**src/rtl/int_to_fp_seq.sv**
```systemverilog
// Sequential 32-bit integer to float32 converter: normalises one bit per cycle,
// then rounds and packs {sign, exp, mant} behind a valid/ready handshake.
module int_to_fp_seq #(
    parameter bit ROUND_NEAREST = 1'b1,
    parameter bit SIGNED_IN     = 1'b1
) (
    input  logic        clk,
    input  logic        rst,
    input  logic        in_valid,
    output logic        in_ready,
    input  logic [31:0] in_data,
    output logic        out_valid,
    input  logic        out_ready,
    output logic [31:0] out_data,
    output logic        inexact
);

    typedef enum logic [1:0] {
        IDLE  = 2'd0,
        NORM  = 2'd1,
        ROUND = 2'd2,
        DONE  = 2'd3
    } state_t;

    state_t      state_q, state_d;
    logic        sign_q, sign_d;
    logic [31:0] mag_q, mag_d;
    logic [4:0]  shcnt_q, shcnt_d;
    logic [31:0] out_data_q, out_data_d;
    logic        inexact_q, inexact_d;

    logic        accept;
    logic        sign_in;
    logic [31:0] mag_in;

    // Packs a normalised magnitude (hidden bit already at bit 31, not passed in)
    // into {inexact, float32}. A carry out of the 24-bit significand leaves the
    // stored fraction at zero and bumps the exponent by one.
    function automatic logic [32:0] round_pack(
        input logic        sign,
        input logic [30:0] frac,
        input logic [4:0]  shcnt
    );
        logic [7:0]  exp;
        logic [23:0] mant_r;
        logic        g;
        logic        s;
        logic        up;
        exp    = 8'd158 - {3'b000, shcnt};
        g      = frac[7];
        s      = |frac[6:0];
        up     = ROUND_NEAREST ? (g & (s | frac[8])) : 1'b0;
        mant_r = {1'b0, frac[30:8]} + {23'd0, up};
        if (mant_r[23]) begin
            exp = exp + 8'd1;
        end
        return {g | s, sign, exp, mant_r[22:0]};
    endfunction

    assign accept  = in_valid & (state_q == IDLE);
    assign sign_in = SIGNED_IN & in_data[31];
    assign mag_in  = sign_in ? (~in_data + 32'd1) : in_data;

    always_ff @(posedge clk) begin
        if (rst) begin
            state_q <= IDLE;
        end else begin
            state_q <= state_d;
        end
    end

    always_comb begin
        state_d = state_q;
        case (state_q)
            IDLE: begin
                if (accept) begin
                    state_d = (mag_in == 32'd0) ? DONE : NORM;
                end
            end
            NORM: begin
                if (mag_q[31]) begin
                    state_d = ROUND;
                end
            end
            ROUND: state_d = DONE;
            DONE: begin
                if (out_ready) begin
                    state_d = IDLE;
                end
            end
            default: state_d = IDLE;
        endcase
    end

    always_comb begin
        in_ready  = (state_q == IDLE);
        out_valid = (state_q == DONE);
    end

    always_comb begin
        sign_d     = sign_q;
        mag_d      = mag_q;
        shcnt_d    = shcnt_q;
        out_data_d = out_data_q;
        inexact_d  = inexact_q;
        case (state_q)
            IDLE: begin
                if (accept) begin
                    sign_d  = sign_in;
                    mag_d   = mag_in;
                    shcnt_d = 5'd0;
                    // Zero bypasses normalisation; emit +0.0 (never -0.0).
                    if (mag_in == 32'd0) begin
                        out_data_d = 32'd0;
                        inexact_d  = 1'b0;
                    end
                end
            end
            NORM: begin
                if (!mag_q[31]) begin
                    mag_d   = {mag_q[30:0], 1'b0};
                    shcnt_d = shcnt_q + 5'd1;
                end
            end
            ROUND: begin
                {inexact_d, out_data_d} = round_pack(sign_q, mag_q[30:0], shcnt_q);
            end
            default: ;
        endcase
    end

    always_ff @(posedge clk) begin
        sign_q  <= sign_d;
        mag_q   <= mag_d;
        shcnt_q <= shcnt_d;
    end

    always_ff @(posedge clk) begin
        if (rst) begin
            out_data_q <= 32'd0;
            inexact_q  <= 1'b0;
        end else begin
            out_data_q <= out_data_d;
            inexact_q  <= inexact_d;
        end
    end

    assign out_data = out_data_q;
    assign inexact  = inexact_q;

endmodule

```
**config.mk**
```make
export PLATFORM = sky130hd
export DESIGN_NAME = int_to_fp_seq
export DESIGN_NICKNAME = d
export VERILOG_FILES = /design/src/rtl/int_to_fp_seq.sv
export SDC_FILE = /design/constraint.sdc
export NUM_CORES = 1
export LEC_CHECK = 0
export ABC_AREA = 1
export CAP_MARGIN = 20
export CORE_MARGIN = 2
export CORE_UTILIZATION = 60
export DETAILED_ROUTE_END_ITERATION = 16
export GPL_ROUTABILITY_DRIVEN = 0
export HOLD_SLACK_MARGIN = 0.03
export PLACE_DENSITY_LB_ADDON = 0.05
export SYNTH_ARGS = -nofsm -noshare
export SYNTH_HDL_FRONTEND = slang
export SYNTH_SLANG_ARGS = --single-unit
```
**constraint.sdc**
```tcl
create_clock -name clk -period 9.5 [get_ports clk]
set_clock_uncertainty 0.05 [all_clocks]
set_input_delay 2.85 -clock clk [delete_from_list [all_inputs] [get_ports clk]]
set_output_delay 2.85 -clock clk [all_outputs]
set_load 0.02 [all_outputs]
```
Fig. 1: register map, names as in the netlist
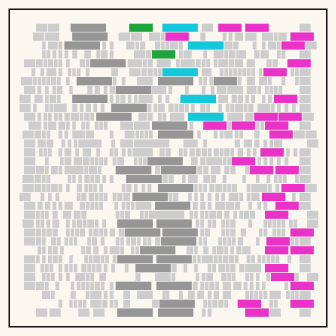
| color | signal | flops |
|---|---|---|
| cyan | `shcnt_q` | 5 |
| green | `state_q` | 2 |
| magenta | `out_data` | 32 |
not colored: 34

Fig. 2: supply network
Pins as bars on the die edge. Tap cells in gray.
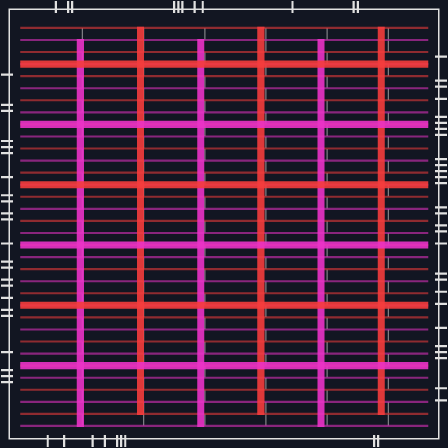
| color | net |
|---|---|
| magenta | VSS |
| red | VDD |
rows: 33
signal pins: 71
met4 straps: 6

==> results.txt <==
status - finished clean
Detail Route Antenna Nets - 0
Syn Area/Cell - 6.64 µm²
CP top delay family - simple AND/OR/NAND/NOR gates
critical path data required time - 9.69 ns
Tool Warnings - 29
met3 wire length - 826 µm
PortBufs - 70
Post-Synthesis Cells - 774
pins over their slew limit - 0
Mapped Area - 5140 µm²
# hold bufs at CTS - 0
H-tree levels - 3
max frequency - 180 MHz
Dominant comb cell - simple AND/OR/NAND/NOR gates
Slowest Stage Delay on Critical Path - 0.51 ns
worst relative slew slack - 42.2%
clock slew at reported path FFs - 0.08 ns
initial antenna violation count - 0
post-CTS sizing - 0
most used cell, CP - nand2_1
met1 wire length - 5.45 mm
Top cell area share - 22.2%
vias - 5233
post-synth top area cell - edfxtp_1
maxcap violations - 0
Cell Type Count - 42
xor+xnor area frac - 2.05%
Setup TNS - 0 ns
Power Density - 254 nW/µm²
total track usage - 28.5%
fa+ha+maj area frac - 1.95%
mux share - 0%
met2 usage - 47.9%
Flops after synth - 73
-- path summary, 6_finish.rpt --
path,start,slack (ns),cells past startpoint,to
hold reg to reg,out_data[25],0.44,2,out_data[25]
setup / recovery,in_data[14],3.95,15,out_data[3]
setup reg to reg,state_q[1],6.18,9,state_q[1]
hold / removal,out_data[25],0.44,2,out_data[25]
-- layout make-up --
type	count	area, µm²	area share (%)
Inverter	83	312	5.14
Tap cell	105	131	2.17
Multi-Input combinational cell	594	2840	46.9
Timing Repair Buffer	72	716	11.8
Clock buffer	10	138	2.27
Clock inverter	6	81.3	1.34
Sequential cell	73	1840	30.4
-- power by group --
group          leakage, nW  internal, mW  switching [mW]  total (mW)
clock network        0.110         0.153           0.113       0.266
logic                 1.86         0.237           0.451       0.687
registers            0.652         0.497          0.0868       0.584
No activity file was given, so power comes from the tool's default toggle rates.
